$ cat src/rtl/axis_width_pkg.sv
// Shared helpers for the AXI-Stream width converters (upsizer and downsizer).
package axis_width_pkg;

    // Smallest ratio either converter can be built with.
    localparam int unsigned MIN_DATA_RATIO = 2;

    // Width of a lane index counter; never narrower than one bit.
    function automatic int unsigned lane_cnt_width(input int unsigned ratio);
        return (ratio <= 1) ? 1 : $clog2(ratio);
    endfunction

    // True when a ratio can be elaborated.
    function automatic bit ratio_ok(input int unsigned ratio);
        return ratio >= MIN_DATA_RATIO;
    endfunction

endpackage

$ cat src/rtl/axis_upsizer.sv
// Narrow-to-wide AXI-Stream converter: packs DATA_RATIO narrow beats
// little-endian into one wide word; tlast flushes a partial word.
module axis_upsizer
    import axis_width_pkg::*;
#(
    parameter int unsigned DATA_WIDTH   = 8,
    parameter int unsigned DATA_RATIO   = 8,
    parameter int unsigned S_DATA_WIDTH = DATA_WIDTH,
    parameter int unsigned M_DATA_WIDTH = DATA_RATIO * DATA_WIDTH
) (
    input  logic                    aclk,
    input  logic                    areset,
    input  logic [S_DATA_WIDTH-1:0] s_axis_tdata,
    input  logic                    s_axis_tvalid,
    input  logic                    s_axis_tlast,
    output logic                    s_axis_tready,
    output logic [M_DATA_WIDTH-1:0] m_axis_tdata,
    output logic [DATA_RATIO-1:0]   m_axis_tkeep,
    output logic                    m_axis_tvalid,
    output logic                    m_axis_tlast,
    input  logic                    m_axis_tready
);

    localparam int unsigned LCW = lane_cnt_width(DATA_RATIO);

    if (!ratio_ok(DATA_RATIO)) begin : g_bad_ratio
        $error("axis_upsizer: DATA_RATIO must be at least 2");
    end

    logic [LCW-1:0]          lane_cnt_q, lane_cnt_d;
    logic [M_DATA_WIDTH-1:0] acc_data_q, acc_data_d;
    logic [DATA_RATIO-1:0]   acc_keep_q, acc_keep_d;
    logic [M_DATA_WIDTH-1:0] out_data_q, out_data_d;
    logic [DATA_RATIO-1:0]   out_keep_q, out_keep_d;
    logic                    out_valid_q, out_valid_d;
    logic                    out_last_q, out_last_d;

    logic                    s_ready;
    logic                    s_fire;
    logic                    m_fire;
    logic                    complete;
    logic [M_DATA_WIDTH-1:0] merged_data;
    logic [DATA_RATIO-1:0]   merged_keep;

    // Handshakes, lane merge and next-state for accumulator and output register.
    always_comb begin
        s_ready  = !out_valid_q || m_axis_tready;
        s_fire   = s_axis_tvalid && s_ready;
        m_fire   = out_valid_q && m_axis_tready;
        complete = (lane_cnt_q == LCW'(DATA_RATIO - 1)) || s_axis_tlast;

        merged_data = acc_data_q;
        merged_keep = acc_keep_q;
        for (int unsigned i = 0; i < DATA_RATIO; i++) begin
            if (lane_cnt_q == LCW'(i)) begin
                merged_data[i*DATA_WIDTH +: DATA_WIDTH] = s_axis_tdata;
                merged_keep[i] = 1'b1;
            end
        end

        lane_cnt_d  = lane_cnt_q;
        acc_data_d  = acc_data_q;
        acc_keep_d  = acc_keep_q;
        out_data_d  = out_data_q;
        out_keep_d  = out_keep_q;
        out_last_d  = out_last_q;
        out_valid_d = out_valid_q;

        // A drain clears valid; a completing beat in the same cycle overrides
        // it below so back-to-back words keep valid high.
        if (m_fire) begin
            out_valid_d = 1'b0;
        end

        if (s_fire) begin
            if (complete) begin
                out_data_d  = merged_data;
                out_keep_d  = merged_keep;
                out_last_d  = s_axis_tlast;
                out_valid_d = 1'b1;
                acc_data_d  = '0;
                acc_keep_d  = '0;
                lane_cnt_d  = '0;
            end else begin
                acc_data_d  = merged_data;
                acc_keep_d  = merged_keep;
                lane_cnt_d  = lane_cnt_q + 1'b1;
            end
        end
    end

    // State registers with asynchronous clear.
    always_ff @(posedge aclk or posedge areset) begin
        if (areset) begin
            lane_cnt_q  <= '0;
            acc_data_q  <= '0;
            acc_keep_q  <= '0;
            out_data_q  <= '0;
            out_keep_q  <= '0;
            out_valid_q <= 1'b0;
            out_last_q  <= 1'b0;
        end else begin
            lane_cnt_q  <= lane_cnt_d;
            acc_data_q  <= acc_data_d;
            acc_keep_q  <= acc_keep_d;
            out_data_q  <= out_data_d;
            out_keep_q  <= out_keep_d;
            out_valid_q <= out_valid_d;
            out_last_q  <= out_last_d;
        end
    end

    assign s_axis_tready = s_ready;
    assign m_axis_tdata  = out_data_q;
    assign m_axis_tkeep  = out_keep_q;
    assign m_axis_tvalid = out_valid_q;
    assign m_axis_tlast  = out_last_q;

endmodule

$ cat config.mk
export PLATFORM = sky130hd
export DESIGN_NAME = axis_upsizer
export DESIGN_NICKNAME = d
export VERILOG_FILES = /design/src/rtl/axis_width_pkg.sv /design/src/rtl/axis_upsizer.sv
export SDC_FILE = /design/constraint.sdc
export NUM_CORES = 1
export LEC_CHECK = 0
export CAP_MARGIN = 40
export CORE_AREA = 2 2 140 142
export CTS_CLUSTER_SIZE = 30
export DETAILED_ROUTE_END_ITERATION = 8
export DIE_AREA = 0 0 142 144
export PLACE_DENSITY = 0.66
export SYNTH_ARGS = -nofsm -noshare
export SYNTH_HDL_FRONTEND = slang
export SYNTH_SLANG_ARGS = --single-unit
$ cat constraint.sdc
create_clock -name aclk -period 4.7 [get_ports aclk]
set_input_delay 0.47 -clock aclk [delete_from_list [all_inputs] [get_ports aclk]]
set_output_delay 0.47 -clock aclk [all_outputs]
set_load 0.02 [all_outputs]
Figure 1. Signal wires on met1.
Scale bar: 50 µm.
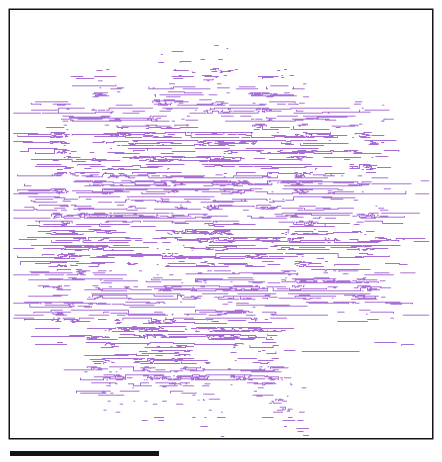
The layer holds 47% of the routed length. The longest straight run is 37.3 µm. 572 nets have wire on it.
via count: 4905
met1 usage: 26.34%
final WL: 18060 µm

==> flow_summary.toml <==
# yosys + openroad results
[floorplan]
die_area_um2 = 20450
io_pins = 88
chipHeight_um = 144
taps = 238
rows = 51

[detailed_routing]
via_per_inst = 5.671
ant_nets = 0
drt_iter0_markers = 415
drtPass1Iterations = 6

[logic_synthesis]
avgSynthCellArea_um2 = 11.78
syn_nets = 572
ys_seq_share_pct = 57.22
synth.most_common_cell = "dfrtp_1"
yosysWarningCount = 0
yosys_most_used_dff = "dfrtp_1"
syn-cell-area_um2 = 6516
synth-seq-cells = 149
synth_top_area_share_pct = 57.22
syn_inst = 553
edf_count = 0
top_cells_by_count = "dfrtp_1, a31oi_1, mux2i_1"

[finish]
comb_cells = 339
logic_area_um2 = 2496
clock_buffers = 24
buf_share_pct = 12.15
clk_share_pct = 7.577
area_growth_pct = 25.44
inv_count = 9
seq_share_pct = 45.61

[grt]
grt_pass1_wl_um = 28550
antenna_found_initial = 0
grt_max_degree = 93
gr-total-overflow = 0
grt_pass1_vias = 4933

[placement]
portBuffers = 87
gp_congestion = 0.8205

[timing]
period_used_pct = 69.67
worst_pin_slew_ns = 0.9640
period_needed_ns = 3.274
slew_headroom_pct = 35.73
max_freq_mhz = 305.4

[power]
p_sw_mw = 1.218
p_total_mw = 4.066
p_seq_share_pct = 39.4
p_per_area_nw_per_um2 = 497.4

[cts]
cts.htree.levels = 4
cts_root_buffer = "clkbuf_16"
cts_inserted_buffers = 17
cts_tree = "done"
cts.sinks = 149
cts_hold_buf = 0

[worst_setup_path]
timing_worst_setup_path_type = "reg -> reg"

[worst_hold_path]
hold_class = "in -> async"

[run_status]
status = "finished clean"
Figure 2. The metal 2 layer.
Scale bar: 50 µm. Cells faint in the background.
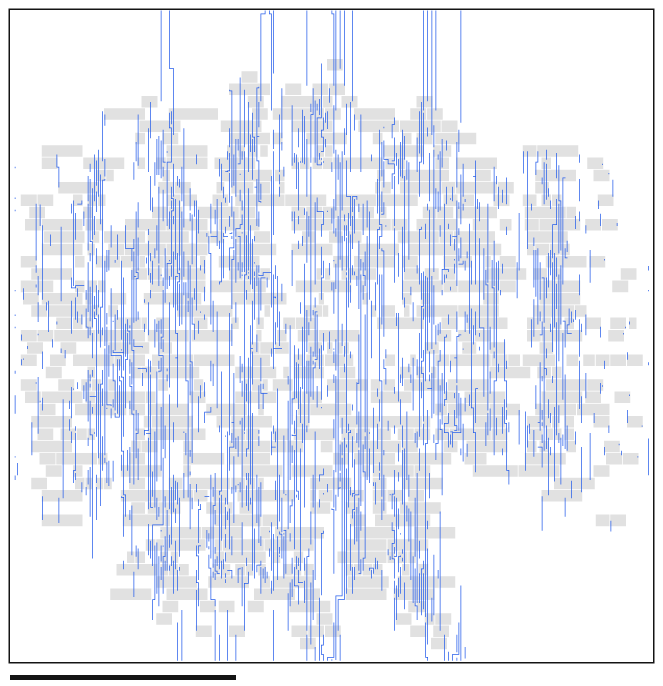
The longest straight run is 61.9 µm. 549 nets have wire on it. The layer carries 8370 µm of wire. The wires run mostly vertical.
met2 Track Usage GR: 28.12%

## worst paths after layout
path | endpoint | cells after the start | slack [ns] | from
max | acc_data_q[63]$_DFFE_PP0P_ | 5 | 1.43 | lane_cnt_q[2]$_DFFE_PP0P_
max in group asynchronous | m_axis_tdata[42]$_DFFE_PP0P_ | 3 | 3.55 | areset
max reg2reg | acc_data_q[63]$_DFFE_PP0P_ | 5 | 1.43 | lane_cnt_q[2]$_DFFE_PP0P_
min | m_axis_tdata[15]$_DFFE_PP0P_ | 2 | 0.39 | areset
min reg2reg | acc_data_q[1]$_DFFE_PP0P_ | 1 | 0.49 | acc_data_q[1]$_DFFE_PP0P_
min in group aclk | acc_data_q[1]$_DFFE_PP0P_ | 1 | 0.49 | acc_data_q[1]$_DFFE_PP0P_
## metrics by stage
| stage | util, % | setup WS [ns] | std cells |
|---|---|---|---|
| floorplan | - | 0.2220 | 553 |
| global route | 42.84 | 1.187 | 865 |
| detailed placement | 39.60 | 1.441 | 833 |
| global placement | 39.20 | 1.664 | 829 |
| CTS | 42.84 | 1.436 | 865 |
| finish | 42.84 | 1.426 | 865 |
## layer usage
layer | up-vias | GRT usage (%) | wire length (µm)
met1 | 2487 | 26.34 | 8423
met2 | 183 | 28.12 | 8369
met4 | 0 | 6.211 | 197
met5 | - | 0 | 0
met3 | 18 | 3.543 | 1066
li1 | 2217 | - | -
## logic make-up after synthesis
kind of cell               after synthesis  synth area share [%]
AOI/OAI and AO/OA                      216                 22.89
DFF                                    149                 57.22
muxes                                   66                 10.16
buffers and inverters                   65                 4.531
and+or+nand+nor                         51                 4.052
adders and majority gates                6                 1.152
## flip-flops by register name (all words and copies together), names as in the netlist
register / cells
acc_keep_q: 8
m_axis_tvalid: 1
m_axis_tkeep: 8
lane_cnt_q: 3
m_axis_tdata: 64
acc_data_q: 64
m_axis_tlast: 1
## power by group through the flow
stage	clock network, mW	logic, mW	registers [mW]
final	1.44	1.02	1.60
after global routing	1.52	1.11	1.63
after CTS	1.46	1.03	1.60
after detailed placement	0	1.03	1.62
after global placement	0	0.995	1.62
after floorplan	0	0.431	1.77
## worst max-delay path, stage by stage, from the launching register on
cell     delay [ns]
dfrtp_1        0.60
ha_1           0.70
or2_2          0.26
buf_4          0.67
nand3_1        0.55
and2_1         0.36
## placed cells by master, fill, tap and decap left out
cell type,n
buf_4,8
bufinv_16,4
and2_1,10
clkinv_2,2
inv_6,1
nand2_1,12
a21oi_1,56
a31oi_1,76
nand2b_2,1
and4_1,2
a22o_1,17
inv_1,8
and3_2,1
dfrtp_1,149
buf_16,1
o211ai_1,2
nor2b_1,3
o21ai_0,1
a21oi_2,18
clkbuf_1,5
clkbuf_16,17
o211ai_2,2
a211oi_1,1
nor3b_1,1
a211o_1,3
clkinv_4,2
nor2_1,9
mux2_2,1
ha_1,6
buf_2,1
buf_12,2
or2_2,1
nand4_1,4
clkbuf_8,2
clkdlybuf4s50_1,86
nand3_1,7
o2bb2ai_1,40
mux2i_1,65
Power is estimated from default activity; no workload was simulated.
